### src/rtl/div_pkg.sv
// Shared types for the shift-and-subtract divider.
// Holds the FSM state encoding and the default operand width.
package div_pkg;

  typedef enum logic [1:0] {
    IDLE,
    RUN,
    DONE
  } state_t;

  localparam int DIV_WIDTH_DEFAULT = 32;

endpackage

### src/rtl/shift_sub_divider_if.sv
// Request/result bundle between the arithmetic unit and the divider.
// Master issues Start with operands; slave returns status and results.
interface shift_sub_divider_if
  import div_pkg::*;
#(
  parameter int WIDTH = DIV_WIDTH_DEFAULT
);

  logic             Start;
  logic [WIDTH-1:0] Dividend;
  logic [WIDTH-1:0] Divisor;
  logic             Busy;
  logic             Done;
  logic [WIDTH-1:0] Quotient;
  logic [WIDTH-1:0] Remainder;
  logic             Div_By_Zero;

  modport master (
    output Start,
    output Dividend,
    output Divisor,
    input  Busy,
    input  Done,
    input  Quotient,
    input  Remainder,
    input  Div_By_Zero
  );

  modport slave (
    input  Start,
    input  Dividend,
    input  Divisor,
    output Busy,
    output Done,
    output Quotient,
    output Remainder,
    output Div_By_Zero
  );

endinterface

### src/rtl/div_step.sv
// One restoring shift-and-subtract iteration, purely combinational.
// Partial remainder is WIDTH+1 bits so the compare never overflows.
module div_step #(
  parameter int WIDTH = 32
) (
  input  logic [WIDTH:0]   r_i,
  input  logic [WIDTH-1:0] qsh_i,
  input  logic [WIDTH-1:0] d_i,
  output logic [WIDTH:0]   r_o,
  output logic [WIDTH-1:0] qsh_o
);

  logic [WIDTH:0] shifted;
  logic [WIDTH:0] dext;

  always_comb begin
    shifted = {r_i[WIDTH-1:0], qsh_i[WIDTH-1]};
    dext    = {1'b0, d_i};
    r_o     = shifted;
    qsh_o   = {qsh_i[WIDTH-2:0], 1'b0};
    if (shifted >= dext) begin
      r_o      = shifted - dext;
      qsh_o[0] = 1'b1;
    end
  end

endmodule

### src/rtl/shift_sub_divider.sv
// Sequential unsigned restoring divider, one quotient bit per clock.
// Holds the FSM, iteration counter and all result registers.
module shift_sub_divider
  import div_pkg::*;
#(
  parameter int WIDTH = DIV_WIDTH_DEFAULT
) (
  input  logic                Clock,
  input  logic                Reset,
  shift_sub_divider_if.slave  bus
);

  localparam int CW = $clog2(WIDTH) + 1;
  localparam logic [CW-1:0] LAST = CW'(WIDTH - 1);

  state_t           state_q, state_d;
  logic [WIDTH:0]   r_q, r_d;
  logic [WIDTH-1:0] qsh_q, qsh_d;
  logic [WIDTH-1:0] d_q, d_d;
  logic [CW-1:0]    cnt_q, cnt_d;
  logic [WIDTH-1:0] quo_q, quo_d;
  logic [WIDTH-1:0] rem_q, rem_d;
  logic             dbz_q, dbz_d;

  logic [WIDTH:0]   r_nxt;
  logic [WIDTH-1:0] qsh_nxt;

  div_step #(
    .WIDTH (WIDTH)
  ) u_step (
    .r_i   (r_q),
    .qsh_i (qsh_q),
    .d_i   (d_q),
    .r_o   (r_nxt),
    .qsh_o (qsh_nxt)
  );

  always_comb begin
    state_d = state_q;
    r_d     = r_q;
    qsh_d   = qsh_q;
    d_d     = d_q;
    cnt_d   = cnt_q;
    quo_d   = quo_q;
    rem_d   = rem_q;
    dbz_d   = dbz_q;
    unique case (state_q)
      IDLE: begin
        if (bus.Start) begin
          if (bus.Divisor == '0) begin
            state_d = DONE;
            quo_d   = '1;
            rem_d   = bus.Dividend;
            dbz_d   = 1'b1;
          end else begin
            state_d = RUN;
            qsh_d   = bus.Dividend;
            r_d     = '0;
            d_d     = bus.Divisor;
            cnt_d   = '0;
          end
        end
      end
      RUN: begin
        r_d   = r_nxt;
        qsh_d = qsh_nxt;
        cnt_d = cnt_q + CW'(1);
        if (cnt_q == LAST) begin
          state_d = DONE;
          quo_d   = qsh_nxt;
          rem_d   = r_nxt[WIDTH-1:0];
          dbz_d   = 1'b0;
        end
      end
      DONE:    state_d = IDLE;
      default: state_d = IDLE;
    endcase
  end

  always_ff @(posedge Clock or negedge Reset) begin
    if (!Reset) begin
      state_q <= IDLE;
      r_q     <= '0;
      qsh_q   <= '0;
      d_q     <= '0;
      cnt_q   <= '0;
      quo_q   <= '0;
      rem_q   <= '0;
      dbz_q   <= 1'b0;
    end else begin
      state_q <= state_d;
      r_q     <= r_d;
      qsh_q   <= qsh_d;
      d_q     <= d_d;
      cnt_q   <= cnt_d;
      quo_q   <= quo_d;
      rem_q   <= rem_d;
      dbz_q   <= dbz_d;
    end
  end

  assign bus.Busy        = (state_q == RUN);
  assign bus.Done        = (state_q == DONE);
  assign bus.Quotient    = quo_q;
  assign bus.Remainder   = rem_q;
  assign bus.Div_By_Zero = dbz_q;

endmodule

### src/flat_wrapper.sv
// flat-port wrapper written by rule: the top's interface ports become plain ports
module shift_sub_divider_flat import div_pkg::*;
#(
  parameter int WIDTH = DIV_WIDTH_DEFAULT
)
  (Clock, Reset, bus_Start, bus_Dividend, bus_Divisor, bus_Busy, bus_Done, bus_Quotient, bus_Remainder, bus_Div_By_Zero);
  shift_sub_divider_if #(.WIDTH(WIDTH)) bus_i ();
  input  logic Clock;
  input  logic Reset;
  input wire logic [$bits(bus_i.Start)-1:0] bus_Start;
  input wire logic [$bits(bus_i.Dividend)-1:0] bus_Dividend;
  input wire logic [$bits(bus_i.Divisor)-1:0] bus_Divisor;
  output wire logic [$bits(bus_i.Busy)-1:0] bus_Busy;
  output wire logic [$bits(bus_i.Done)-1:0] bus_Done;
  output wire logic [$bits(bus_i.Quotient)-1:0] bus_Quotient;
  output wire logic [$bits(bus_i.Remainder)-1:0] bus_Remainder;
  output wire logic [$bits(bus_i.Div_By_Zero)-1:0] bus_Div_By_Zero;
  assign bus_i.Start = bus_Start;
  assign bus_i.Dividend = bus_Dividend;
  assign bus_i.Divisor = bus_Divisor;
  assign bus_Busy = bus_i.Busy;
  assign bus_Done = bus_i.Done;
  assign bus_Quotient = bus_i.Quotient;
  assign bus_Remainder = bus_i.Remainder;
  assign bus_Div_By_Zero = bus_i.Div_By_Zero;
  shift_sub_divider #(.WIDTH(WIDTH)) u_core (.Clock(Clock), .Reset(Reset), .bus(bus_i));
endmodule
### config.mk
export PLATFORM = sky130hd
export DESIGN_NAME = shift_sub_divider_flat
export DESIGN_NICKNAME = d
export VERILOG_FILES = /design/src/rtl/div_pkg.sv /design/src/rtl/shift_sub_divider_if.sv /design/src/rtl/div_step.sv /design/src/rtl/shift_sub_divider.sv /design/src/flat_wrapper.sv
export SDC_FILE = /design/constraint.sdc
export NUM_CORES = 1
export LEC_CHECK = 0
export CAP_MARGIN = 20
export CORE_MARGIN = 1.5
export CORE_UTILIZATION = 50
export DETAILED_ROUTE_END_ITERATION = 10
export PLACE_DENSITY = 0.84
export RECOVER_POWER = 50
export SLEW_MARGIN = 0
export SYNTH_ARGS = -nofsm -noshare
export SYNTH_HDL_FRONTEND = slang
export SYNTH_SLANG_ARGS = --single-unit
### constraint.sdc
create_clock -name Clock -period 2.7 [get_ports Clock]
set_clock_uncertainty 0.1 [all_clocks]
set_input_delay 0.675 -clock Clock [delete_from_list [all_inputs] [get_ports Clock]]
set_output_delay 0.675 -clock Clock [all_outputs]
set_load 0.01 [all_outputs]
==> images/clock_map.png <==
The bar under the picture is 50 um long.
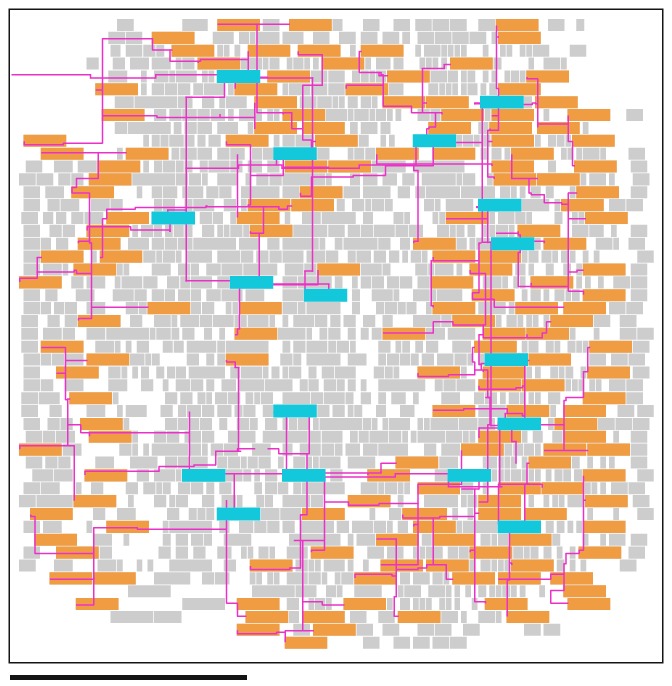
- cyan: cells driving clock nets (count 17)
- orange: flip-flops (count 169)
- magenta: clock wires (length 2,320 um)
- flops lie: all over the die
- routed clock nets: 18
clk latency late pin: 0.45 ns
Clk power: 0.00253 W
clock share of power: 0.130

==> images/pins.png <==
Pins as bars across the die edge, other pins in gray.
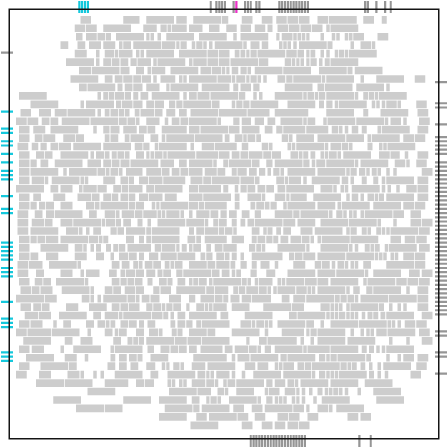
- cyan: bus_Divisor (pins 32; direction input; edge 28 left, 4 top)
- magenta: bus_Div_By_Zero (pins 1; direction output; edge top)
- all pins by edge: 51 right, 32 top, 29 left, 22 bottom
die width: 138 um
IO Port Bufs: 133
Die Ht: 138 um

==> flow_metrics.py <==
# Generated from Yosys and OpenROAD reports
metrics = {
    "finish": {
        "seq_share": 0.322,
        "drive_gt1_frac": 0.282,
        "buf_share": 0.222,
        "num-nonclk-inverters": 42,
        "fillers": 1279,
    },
    "status": {
        "outcome": "complete, but fails checks",
        "violations": "max-capacitance violations, max-slew violations, negative setup slack",
    },
    "routing": {
        "drt_pre_antenna_iters": 6,
        "wl_per_cell_um": 19.2,
        "antenna_left": 0,
    },
    "run": {
        "tool_warnings": 29,
        "cap_violations": 1,
    },
    "global_route": {
        "grt_start_max_net_pins": 65,
        "grtUsageTotal": 0.300,
        "grt_pass1_wl_um": 43300,
        "grt_remaining_overflow": 0,
    },
    "final_timing": {
        "finalMaxSlewViolations": 59,
        "tightestPinTransition_ns": 1.51,
        "timing.final.ws_setup_ns": -0.482,
        "setup_viol": 67,
        "rsz0062_at_grt": "yes",
    },
    "pwr": {
        "power_leader": "combinational cells",
        "power.switching_w": 0.00843,
        "irDropWorstVdd_uv": 734,
        "pg_comb_w": 0.0123,
    },
    "setup_path": {
        "start_kind": "register",
        "worstSetupEndpointType": "register",
        "path_max_fanout": 5,
        "worst-endpoint-arrival_ns": 3.38,
    },
    "placed_design": {
        "dp_cells": 1446,
        "pre_cts_slack_ns": -0.668,
    },
    "synth": {
        "ys_ff": 169,
        "synth.distinct_cells": 67,
    },
    "clock_network": {
        "root_buffer": "clkbuf_16",
        "post_cts_resize_count": 42,
        "cts_tree": "done",
    },
}
## per-layer routing
layer  vias to the layer above  wire, um  GRT usage
met3                        58      1910     0.0401
met5                         -         0          0
met1                      4301     12300      0.412
met4                         0       582     0.0932
met2                       434     14100      0.495
li1                       4028         -          -
## critical path, stage by stage (launching register included)
cell	delay, ns
dfrtp_1	0.42
ha_4	0.29
nand4_1	0.22
nor4_4	0.23
a221o_1	0.24
a221oi_4	0.06
a211oi_2	0.30
buf_4	0.17
nor4_4	0.03
buf_6	0.13
buf_6	0.13
clkbuf_16	0.15
a222oi_1	0.43
inv_1	0.12
## registers in the layout (all words and copies together) (netlist names)
name,count
u_core.d_q,32
u_core.cnt_q,6
u_core.bus.Quotient,32
u_core.bus.Div_By_Zero,1
u_core.qsh_q,32
u_core.r_q,32
u_core.state_q,2
u_core.bus.Remainder,32
## cells by family (layout without fill, tap and decap cells)
kind of cell	count (synthesis)	in the layout	synth area share
AND/OR/NAND/NOR	385	385	0.184
buffers and inverters	98	384	0.0463
XOR/XNOR	27	27	0.0260
AND-OR/OR-AND	242	242	0.189
flip-flops	169	169	0.465
multiplexers	33	33	0.0408
adder cells (fa/ha/maj)	34	34	0.0476
## final timing paths
path | from | to | slack [ns] | depth (start not counted)
worst min-delay path | u_core.bus.Quotient[10] | u_core.bus.Quotient[10] | 0.37 | 2
worst min register to register | u_core.bus.Quotient[10] | u_core.bus.Quotient[10] | 0.37 | 2
min in group asynchronous | Reset | u_core.bus.Quotient[6] | 0.50 | 1
max in group asynchronous | Reset | u_core.r_q[20] | 0.42 | 2
worst max-delay path | u_core.r_q[21] | u_core.r_q[1] | -0.48 | 13
worst max register to register | u_core.r_q[21] | u_core.r_q[1] | -0.48 | 13
## synthesized netlist by cell type (2+ instances only)
library cell | number | area share
a21o_1 | 10 | 0.0083
dfrtp_1 | 169 | 0.47
a41oi_2 | 9 | 0.016
ha_1 | 33 | 0.045
nand2_2 | 3 | 0.0021
a221o_1 | 2 | 0.0022
nand2_1 | 214 | 0.088
a222oi_1 | 2 | 0.0022
a22oi_2 | 15 | 0.021
o21ai_0 | 62 | 0.034
or3_1 | 4 | 0.0028
mux2_2 | 32 | 0.040
buf_2 | 6 | 0.0033
a32oi_2 | 2 | 0.0036
inv_1 | 41 | 0.017
a211oi_1 | 2 | 0.0017
and3_1 | 6 | 0.0041
nand3_1 | 19 | 0.010
nand2b_1 | 4 | 0.0028
nor2_1 | 79 | 0.033
nor2b_1 | 5 | 0.0034
o21ai_1 | 2 | 0.0011
buf_1 | 4 | 0.0017
a22oi_1 | 5 | 0.0041
buf_4 | 2 | 0.0017
o21a_1 | 6 | 0.0050
nand3b_1 | 3 | 0.0025
o211ai_1 | 2 | 0.0017
nor3_1 | 7 | 0.0039
xnor2_1 | 14 | 0.013
clkbuf_1 | 39 | 0.016
a21boi_0 | 2 | 0.0017
o21bai_1 | 4 | 0.0033
nor4_1 | 10 | 0.0069
or2_2 | 3 | 0.0021
nand4_1 | 16 | 0.011
a31oi_1 | 59 | 0.041
buf_6 | 5 | 0.0062
xor2_1 | 13 | 0.013
and2_1 | 6 | 0.0041
a21oi_1 | 41 | 0.023
Power figures rest on the tool's default switching activity, not on a simulated workload.
